clocks.png
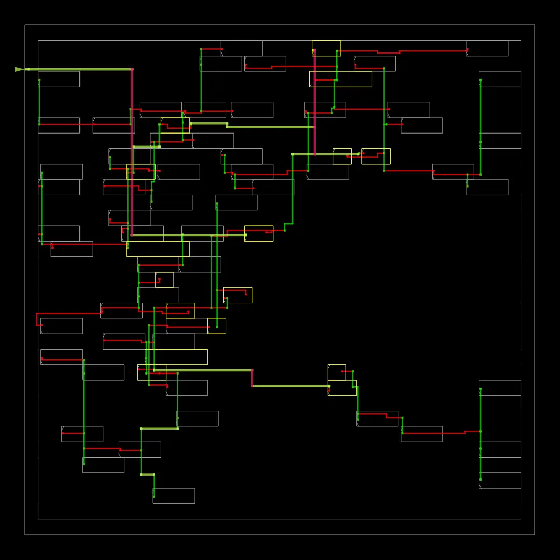
clk_routes.png
Bar = 20 um.
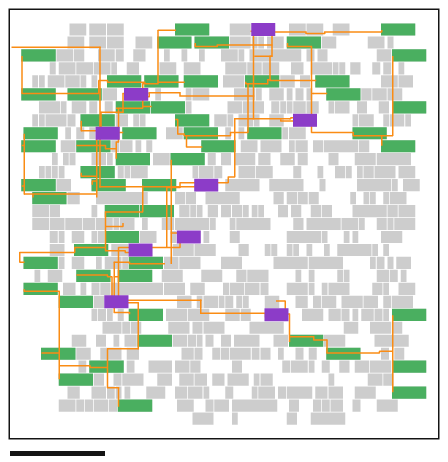
flops_by_reg.png
Other sequential cells in the stronger gray, the rest of the logic in the fainter gray.
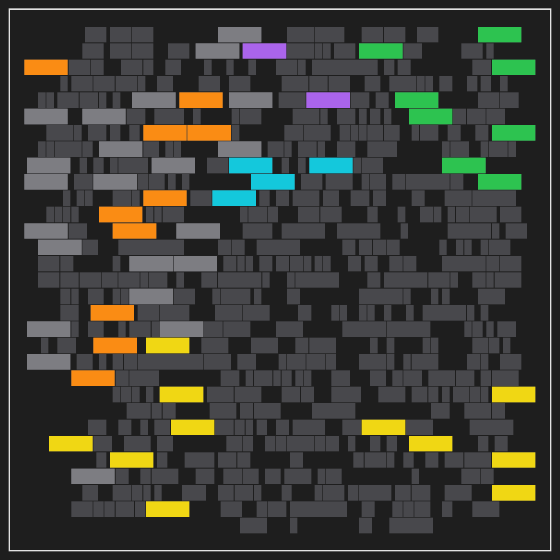
logic_types.png
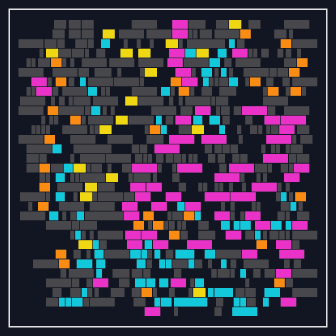
==> config.mk <==
export PLATFORM = sky130hd
export DESIGN_NAME = audio_pdm_out
export DESIGN_NICKNAME = d
export VERILOG_FILES = /design/src/rtl/audio_pdm_out.sv
export SDC_FILE = /design/constraint.sdc
export NUM_CORES = 1
export LEC_CHECK = 0
export CAP_MARGIN = 25
export CORE_MARGIN = 2
export CORE_UTILIZATION = 55
export DETAILED_ROUTE_END_ITERATION = 6
export HOLD_SLACK_MARGIN = 0.02
export PLACE_DENSITY_LB_ADDON = 0.05
export SLEW_MARGIN = 10
export SYNTH_ARGS = -nofsm -noshare
export SYNTH_HDL_FRONTEND = slang
export SYNTH_SLANG_ARGS = --single-unit
==> constraint.sdc <==
create_clock -name clk -period 12.2 [get_ports clk]
set_input_delay 2.44 -clock clk [delete_from_list [all_inputs] [get_ports clk]]
set_output_delay 2.44 -clock clk [all_outputs]
set_load 0.01 [all_outputs]
==> results.yml <==
# implementation run metrics
layout:
  logic_area_um2: 2724
  layout.nets: 558
  area_growth_pct: 15.09
  n_antenna_cell: 0
  fill_cells: 624
synth:
  edf_count: 0
  ys.flop_type: "dfxtp_1"
  top_area_frac: 0.2820
  synth_top_cell_by_area: "dfxtp_1"
  yosys.stat.seqShare: 0.2820
  numSynthFlops: 57
  avgSynthCellArea_um2: 8.739
  synth.top_cells.by_count: "67 x nor2_1, 57 x dfxtp_1, 39 x ha_1, 32 x inv_1, 28 x and2_1"
  synth.area.top_cells: "dfxtp_1 28%, ha_1 12%, fa_1 7.9%, nor2_1 6.2%, and2_1 4.3%"
  netlist_instances: 463
  ys_cells: 463
  xor_share: 0.06277
  ys_sh_simple: 0.2158
  yosys_warnings: 0
  synthTopLogicFamily: "simple AND/OR/NAND/NOR gates"
  ys_sh_mux: 0.04484
sta:
  period_used_share: 0.4893
  slew_viol_final: 0
  slew_headroom: 0.5293
  setup_viol: 0
  hold_viol: 0
  fin_crit_ns: 5.969
  worstMarginPinSlew_ns: 0.7014
  finalWorstSetupSlack_ns: 6.231
clock_network:
  cts_hold_buffers: 0
  clk_path_buf_depth: 2
  cts.clk_slew.worst_paths_ns: 0.08
  cts_root_buf: "clkbuf_8"
  htreeDepth: 3
  cts_setup_buffers: 0
routing:
  drc_errors: 0
  vias: 3279
  dr.pass1.iters: 4
  drt_iter0_drc: 163
  antenna_left: 0
global_routing:
  grt_max_degree: 21
  antenna_found_initial: 0
  grt_pass1_vias: 3051
  grt_pass1_wl_mm: 14.15
  grt_use_total: 0.2135
setup_path:
  r2r_setup_slack_ns: 6.23
  cp.arrival_ns: 6.25
  required_ns: 12.48
  crit_fanout: 18
  worst_setup_path_start_kind: "flop"
  reg2reg_depth: 19
  crit_type: "reg -> reg"
placed_design:
  gp_congestion: 0.9021
  placed_cells: 577
  hpwl_mm: 6.322
  post-place-ws_ns: 6.293
  io_buffers: 28
worst_hold_path:
  hold_path_depth: 2
run_status:
  outcome: "finished, final reports clean"
job:
  warning_count: 33
  maxCapViolCount: 0
floorplanning:
  num_rows: 31
  fp-utilization: 0.5639
## Picture notes: clocks.png
clock skew: 0.01271 ns
Insertion Delay late pin: 0.35 ns

## Picture notes: clk_routes.png
[clock wires] orange | length: 832 um
[clock drivers] purple | count: 9
[flip-flops] green | count: 57
routed clock nets	10
Clock power frac: 0.509
Clock net power: 0.223 mW

## Picture notes: flops_by_reg.png
signal	color	placed flops
gain	cyan	4
sample	orange	10
state	purple	2
acc	yellow	11
div_cnt	green	8
Seq power: 0.188 mW
Seq area share: 0.2450
Reg area: 1141 um2
Core Util, Final: 0.6490

## Picture notes: logic_types.png
family	color	cells	most used
XOR/XNOR gates	orange	29	xor2_1
adder and majority cells	magenta	55	ha_1
inverting AOI/OAI gates	cyan	70	a21oi_1
multiplexers	yellow	18	mux2i_1
Top cell excl fill/tap: nor2_1
logic share of the area: 0.5849
final std cells w/o fill: 593

==> critical path, stage by stage (launching register included) <==
cell and delay [ns]:
dfxtp_1 0.46, and2_1 0.25, fa_1 0.51, inv_1 0.06, fa_1 0.53, inv_1 0.04
ha_1 0.32, o21a_1 0.19, a2111oi_0 0.59, o21bai_1 0.27, a211o_1 0.37, a31oi_1 0.22
xnor2_1 0.15, ha_1 0.29, and4_1 0.23, a221oi_1 0.31, or4b_4 0.54, a31o_2 0.25
a21oi_1 0.19, o2bb2ai_1 0.13
==> routing by layer <==
metal  routed length (um)  track usage  up-vias
li1                     -            -     1654
met1                 4034       0.2880     1558
met4                   70      0.06154        0
met2                 3984       0.3479       58
met3                  329      0.04526        9
met5                    0            0        -
==> cells by family after synthesis <==
group           after synthesis
compound gates               81
xor+xnor                     29
fa+ha+maj                    55
buf+inv                      48
flops                        57
mux                          18
simple gates                175
==> power by group <==
group,switching (mW),total (mW),internal [mW]
Combinational,0.0142,0.0263,0.0120
Sequential,0.000846,0.188,0.187
Clock,0.0852,0.223,0.138
Total,0.100,0.438,0.337
==> cell usage in the layout, fill, tap and decap left out, types with 3 or more instances in the layout <==
master,n
inv_1,32
clkdlybuf4s50_1,28
nor3_1,7
a211oi_1,9
o21ai_0,9
fa_1,16
nand4_1,7
bufinv_16,3
and3_1,3
dfxtp_1,57
or3_1,4
xor2_1,16
a311oi_1,3
o21ai_1,4
and2_1,28
xnor2_1,13
a21oi_1,18
nand3_1,12
ha_1,39
o21a_1,5
mux2i_1,17
or2_2,4
clkbuf_8,9
nor2_1,67
nand2_1,27
o211ai_1,6
==> layout make-up <==
class	count	share of cell area
Clock buffer	9	0.02660
Multi-Input combinational cell	358	0.5849
Tap cell	99	0.02660
Timing Repair Buffer	30	0.06341
Sequential cell	57	0.2450
Inverter	33	0.02660
Clock inverter	7	0.02687
==> per-stage QoR <==
stage	cell area (um2)	hold WS [ns]	utilization
after detailed placement	4408	0.4867	0.6143
after global placement	4400	0.4750	0.6133
after floorplan	4046	0.4586	-
after global routing	4657	0.5198	0.6490
after CTS	4657	0.4962	0.6490
final	4657	0.4966	0.6490
Power figures rest on the tool's default switching activity, not on a simulated workload.
